**src/rtl/acumulador_pkg.sv**
```systemverilog
// rtl/acumulador_pkg.sv - shared state encoding and mode constants for acumulador_param
package acumulador_pkg;

  typedef enum logic [1:0] {
    ST_IDLE  = 2'd0,
    ST_FETCH = 2'd1,
    ST_ADD   = 2'd2,
    ST_DONE  = 2'd3
  } state_t;

  localparam logic MODE_ADD = 1'b0;
  localparam logic MODE_SUB = 1'b1;

endpackage

```
**src/rtl/addsub_sat.sv**
```systemverilog
// rtl/addsub_sat.sv - combinational unsigned WIDTH-bit adder/subtractor with optional clamp
module addsub_sat #(
  parameter int WIDTH    = 16,
  parameter int SATURATE = 0
) (
  input  logic [WIDTH-1:0] i_a,
  input  logic [WIDTH-1:0] i_b,
  input  logic             i_sub,
  output logic [WIDTH-1:0] o_result,
  output logic             o_carry
);

  logic [WIDTH:0] w_raw;

  // The extra MSB is carry-out for add and borrow for sub.
  assign w_raw   = i_sub ? ({1'b0, i_a} - {1'b0, i_b}) : ({1'b0, i_a} + {1'b0, i_b});
  assign o_carry = w_raw[WIDTH];

  if (SATURATE != 0) begin : g_sat
    assign o_result = o_carry ? (i_sub ? '0 : '1) : w_raw[WIDTH-1:0];
  end else begin : g_wrap
    assign o_result = w_raw[WIDTH-1:0];
  end

endmodule

```
**src/rtl/acumulador_param.sv**
```systemverilog
// rtl/acumulador_param.sv - N-operand add/sub accumulator with Ready/Load handshake and Done pulse
module acumulador_param #(
  parameter int WIDTH    = 16,
  parameter int CNT_W    = 8,
  parameter int SATURATE = 0
) (
  input  logic             Clock,
  input  logic             Reset,
  input  logic             Clear,
  input  logic             Start,
  input  logic [CNT_W-1:0] Count,
  input  logic             Sub,
  input  logic             Load,
  input  logic [WIDTH-1:0] DataIN,
  output logic             Ready,
  output logic             Busy,
  output logic             Done,
  output logic             Overflow,
  output logic [CNT_W-1:0] OpCount,
  output logic [WIDTH-1:0] DataOut
);

  import acumulador_pkg::*;

  state_t           r_state;
  state_t           w_next;
  logic [WIDTH-1:0] r_a;
  logic [WIDTH-1:0] r_b;
  logic [CNT_W-1:0] r_n;
  logic [CNT_W-1:0] r_opcount;
  logic             r_mode;
  logic             r_ovf;
  logic [WIDTH-1:0] w_sum;
  logic             w_carry;
  logic [CNT_W-1:0] w_opcount_inc;

  assign w_opcount_inc = r_opcount + 1'b1;

  addsub_sat #(
    .WIDTH    (WIDTH),
    .SATURATE (SATURATE)
  ) u_addsub (
    .i_a      (r_a),
    .i_b      (r_b),
    .i_sub    (r_mode == MODE_SUB),
    .o_result (w_sum),
    .o_carry  (w_carry)
  );

  always_ff @(posedge Clock or posedge Reset) begin
    if (Reset) begin
      r_state <= ST_IDLE;
    end else begin
      r_state <= w_next;
    end
  end

  always_comb begin
    w_next = r_state;
    if (Clear) begin
      w_next = ST_IDLE;
    end else begin
      case (r_state)
        ST_IDLE:  if (Start) w_next = (Count != '0) ? ST_FETCH : ST_DONE;
        ST_FETCH: if (Load) w_next = ST_ADD;
        ST_ADD:   w_next = (w_opcount_inc == r_n) ? ST_DONE : ST_FETCH;
        ST_DONE:  w_next = ST_IDLE;
        default:  w_next = ST_IDLE;
      endcase
    end
  end

  // A is deliberately kept across runs so successive runs chain; only Clear/Reset zero it.
  always_ff @(posedge Clock or posedge Reset) begin
    if (Reset) begin
      r_a       <= '0;
      r_b       <= '0;
      r_n       <= '0;
      r_mode    <= MODE_ADD;
      r_opcount <= '0;
      r_ovf     <= 1'b0;
    end else if (Clear) begin
      r_a       <= '0;
      r_opcount <= '0;
      r_ovf     <= 1'b0;
    end else begin
      case (r_state)
        ST_IDLE: begin
          if (Start && (Count != '0)) begin
            r_n       <= Count;
            r_mode    <= Sub;
            r_opcount <= '0;
          end
        end
        ST_FETCH: begin
          if (Load) r_b <= DataIN;
        end
        ST_ADD: begin
          r_a       <= w_sum;
          r_opcount <= w_opcount_inc;
          if (w_carry) r_ovf <= 1'b1;
        end
        default: ;
      endcase
    end
  end

  assign Ready    = (r_state == ST_FETCH);
  assign Busy     = (r_state != ST_IDLE);
  assign Done     = (r_state == ST_DONE);
  assign Overflow = r_ovf;
  assign OpCount  = r_opcount;
  assign DataOut  = r_a;

endmodule

```
**config.mk**
```make
export PLATFORM = sky130hd
export DESIGN_NAME = acumulador_param
export DESIGN_NICKNAME = d
export VERILOG_FILES = /design/src/rtl/acumulador_pkg.sv /design/src/rtl/addsub_sat.sv /design/src/rtl/acumulador_param.sv
export SDC_FILE = /design/constraint.sdc
export NUM_CORES = 1
export LEC_CHECK = 0
export CAP_MARGIN = 40
export CORE_AREA = 2 2 80 82
export DETAILED_ROUTE_END_ITERATION = 6
export DIE_AREA = 0 0 82 84
export PLACE_DENSITY = 0.85
export SLEW_MARGIN = 10
export SYNTH_ARGS = -nofsm -noshare
export SYNTH_HDL_FRONTEND = slang
export SYNTH_SLANG_ARGS = --single-unit
```
**constraint.sdc**
```tcl
create_clock -name Clock -period 7.6 [get_ports Clock]
set_input_delay 1.14 -clock Clock [delete_from_list [all_inputs] [get_ports Clock]]
set_output_delay 1.14 -clock Clock [all_outputs]
set_load 0.01 [all_outputs]
```
==> results.sh <==
# flow metrics
export IMPL_edf_count=0
export IMPL_io_pins=58
export IMPL_critPathKind="flip-flop to flip-flop"
export IMPL_fp_dieArea_um2=6890
export IMPL_critical_path_endpoint="Overflow$_DFFE_PP0P_"
export IMPL_first_pass_iters=4
export IMPL_cp_end_kind="flip-flop"
export IMPL_holdWs_ns=0.536
export IMPL_status="completed"
export IMPL_htree_levels=2
export IMPL_synth_flops=52
export IMPL_tns_ns=0
export IMPL_fin_crit_sh_pct=44.8
export IMPL_wl_mm=8.11
export IMPL_cts_clk_slew_worst_paths_ns=0.10
export IMPL_yosys_area_top_type="dfrtp_1"
export IMPL_cts_buffer_depth=2
export IMPL_worstSetupStartpointType="flip-flop"
export IMPL_switching_share_pct=36.0
export IMPL_finalHoldViolations=0
export IMPL_power_top_consumer="combinational cells"
export IMPL_power_density_nw_per_um2=239
export IMPL_switchingPower_w=0.000360
export IMPL_top_cell="dfrtp_1"
export IMPL_openroad_warnings=26
export IMPL_worstHoldPathCells=1
export IMPL_top_cells_by_count="dfrtp_1, o21ai_0, nor2_1"
export IMPL_p_comb_share_pct=40.8
export IMPL_vdd_drop_max_uv=163
export IMPL_grt_start_max_net_pins=39
export IMPL_final_common_cell="clkdlybuf4s50_1"
export IMPL_clock_fmax_mhz=294
export IMPL_rsz0062_at_grt="no"
export IMPL_grt_pass1_vias=2897
export IMPL_grt_usage_pct=25.0
export IMPL_fp_nets=418
export IMPL_min_to="DataOut[14]$_DFFE_PP0P_"
export IMPL_avgRoutedWirePerCell_um=16.3
export IMPL_p_leak_nw=1.74
export IMPL_yosys_area_um2=3430
export IMPL_tritoncts="built"
export IMPL_path_cells="nor3_1 -> a21oi_1 -> nor2_1 -> o21ai_0 -> xnor2_1 -> ha_1 -> a21oi_1 -> o21ai_0 -> a311oi_1 -> o21ai_0 -> xor2_1 -> o22ai_1"
export IMPL_ys_cells=369
export IMPL_most_common_layout_cells="clkdlybuf4s50_1, dfrtp_1, o21ai_0"
export IMPL_crit_path_frequent_cell="o21ai_0"
export IMPL_hp_class="flip-flop to flip-flop"
export IMPL_postCtsSetupBuffers=0
export IMPL_ys_flop_type="dfrtp_1"
export IMPL_seq_power_w=0.000368
export IMPL_power_frac_seq_pct=36.8
export IMPL_io_buffers=57
export IMPL_async_reset_ff_share_pct=100
export IMPL_area_growth_pct=22.0
export IMPL_required_ns=7.76
export IMPL_fp_dieW_um=82
export IMPL_cap_violations=0
export IMPL_grt_pass1_wl_mm=13.5
export IMPL_topCellsByArea="dfrtp_1, mux2_2, ha_1"
export IMPL_antenna_cells=0
export IMPL_dp_final_hpwl_mm=6.03
export IMPL_final_nets=470
-- per-layer routing --
metal | GRT usage (%) | vias to the layer above | share of wire (%)
li1 | - | 1435 | -
met2 | 41.8 | 73 | 51
met4 | 6.67 | 0 | 1.6
met1 | 33.4 | 1445 | 44
met5 | 0 | - | 0
met3 | 3.79 | 11 | 3.8
-- registers in the layout, indices dropped and copies added, names as in the netlist --
register / cells
OpCount: 8
r_state: 2
Overflow: 1
DataOut: 16
r_mode: 1
r_n: 8
r_b: 16
-- critical path: cells and delay by family, from the launching register on --
kind | cells | cell delay (ns)
AND-OR/OR-AND | 7 | 1.34
XOR/XNOR | 2 | 0.44
adder cells (fa/ha/maj) | 1 | 0.35
flip-flops | 1 | 0.44
AND/OR/NAND/NOR | 2 | 0.67
-- metrics by stage --
| step | area (µm²) | std cells | worst slack [ns] | power [W] |
|---|---|---|---|---|
| floorplan | 3430 | 369 | 4.87 | 0.000670 |
| global placement | 4020 | 489 | 4.22 | 0.000754 |
| detailed placement | 4040 | 490 | 4.18 | 0.000774 |
| CTS | 4170 | 497 | 4.21 | 0.00100 |
| global route | 4180 | 498 | 3.83 | 0.00107 |
| finish | 4180 | 498 | 4.20 | 0.00100 |
-- kinds of logic (layout without fill, tap and decap cells) --
group	Yosys count	in the layout	share of synthesized area (%)
adder cells (fa/ha/maj)	19	19	7.16
AND/OR/NAND/NOR	122	122	18.6
multiplexers	24	24	7.85
buffers and inverters	24	76	3.10
AND-OR/OR-AND	97	97	17.4
flip-flops	52	52	38.0
XOR/XNOR	31	31	7.93
-- area by class of cell --
class                           count  area (µm²)
Multi-Input combinational cell    293        2020
Fill cell                         474        1920
Sequential cell                    52        1300
Timing Repair Buffer               59         598
Tap cell                           77        96.3
Clock buffer                        5        68.8
Clock inverter                      2        60.1
Inverter                           10        37.5
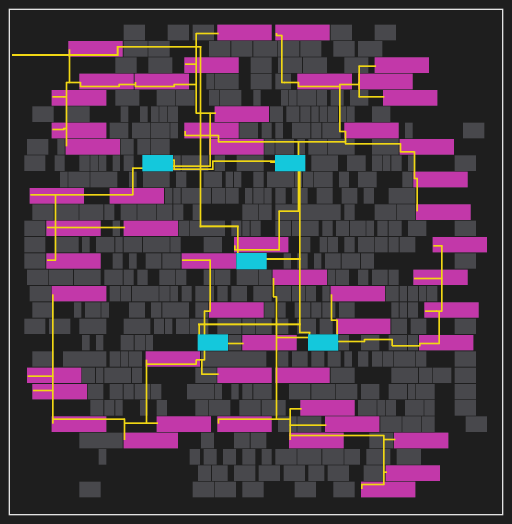
(clock wires, drivers and flops)
Scale: 6 px per µm.
magenta -> flip-flops  # count 52
cyan -> clock drivers  # count 5
yellow -> clock wires  # length 674 µm
flops lie = spread over the die
later-pin clock latency in the skew report: 0.31 ns
P_clk: 0.000224 W
Setup Skew: 0.0118 ns
clock network fraction of design power: 22.4%

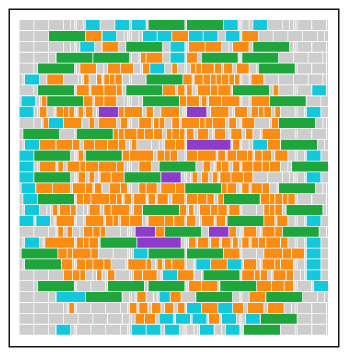
(placement by cell class)
Scale: 4 px per µm. Fill, decap, tap and diode cells in gray.
cyan -> other buffers and delay cells  # cells 59, share of their area 15%
purple -> clock drivers and dummy loads  # cells 7, share of their area 3.2%
orange -> combinational and other logic  # cells 303, share of their area 50%
green -> flops  # cells 52, share of their area 32%
FP Rows: 29
Seq/total area: 31.1%
Final Core Density: 68.6%
Placeable Area: 6100 µm²

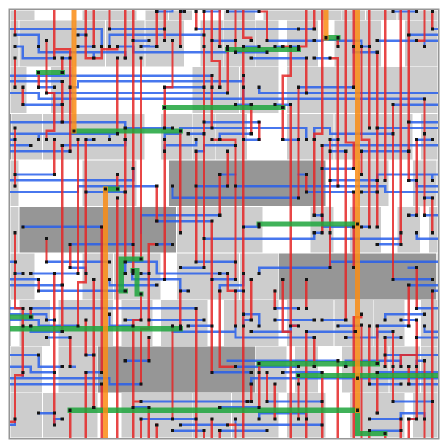
(layout detail)
Region (28, 30) to (53, 55) µm. Cells in gray, sequential cells in the stronger gray; small squares are vias.
blue -> metal 1
orange -> metal 4
green -> metal 3
red -> metal 2
most frequent = o21ai_0 (8), nand2_1 (6), a21oi_1 (5)
cells with their middle in the window = 61
netlist names of flops here include = DataOut (4)
sequential cells in the window = 4

Power is estimated from default activity; no workload was simulated.
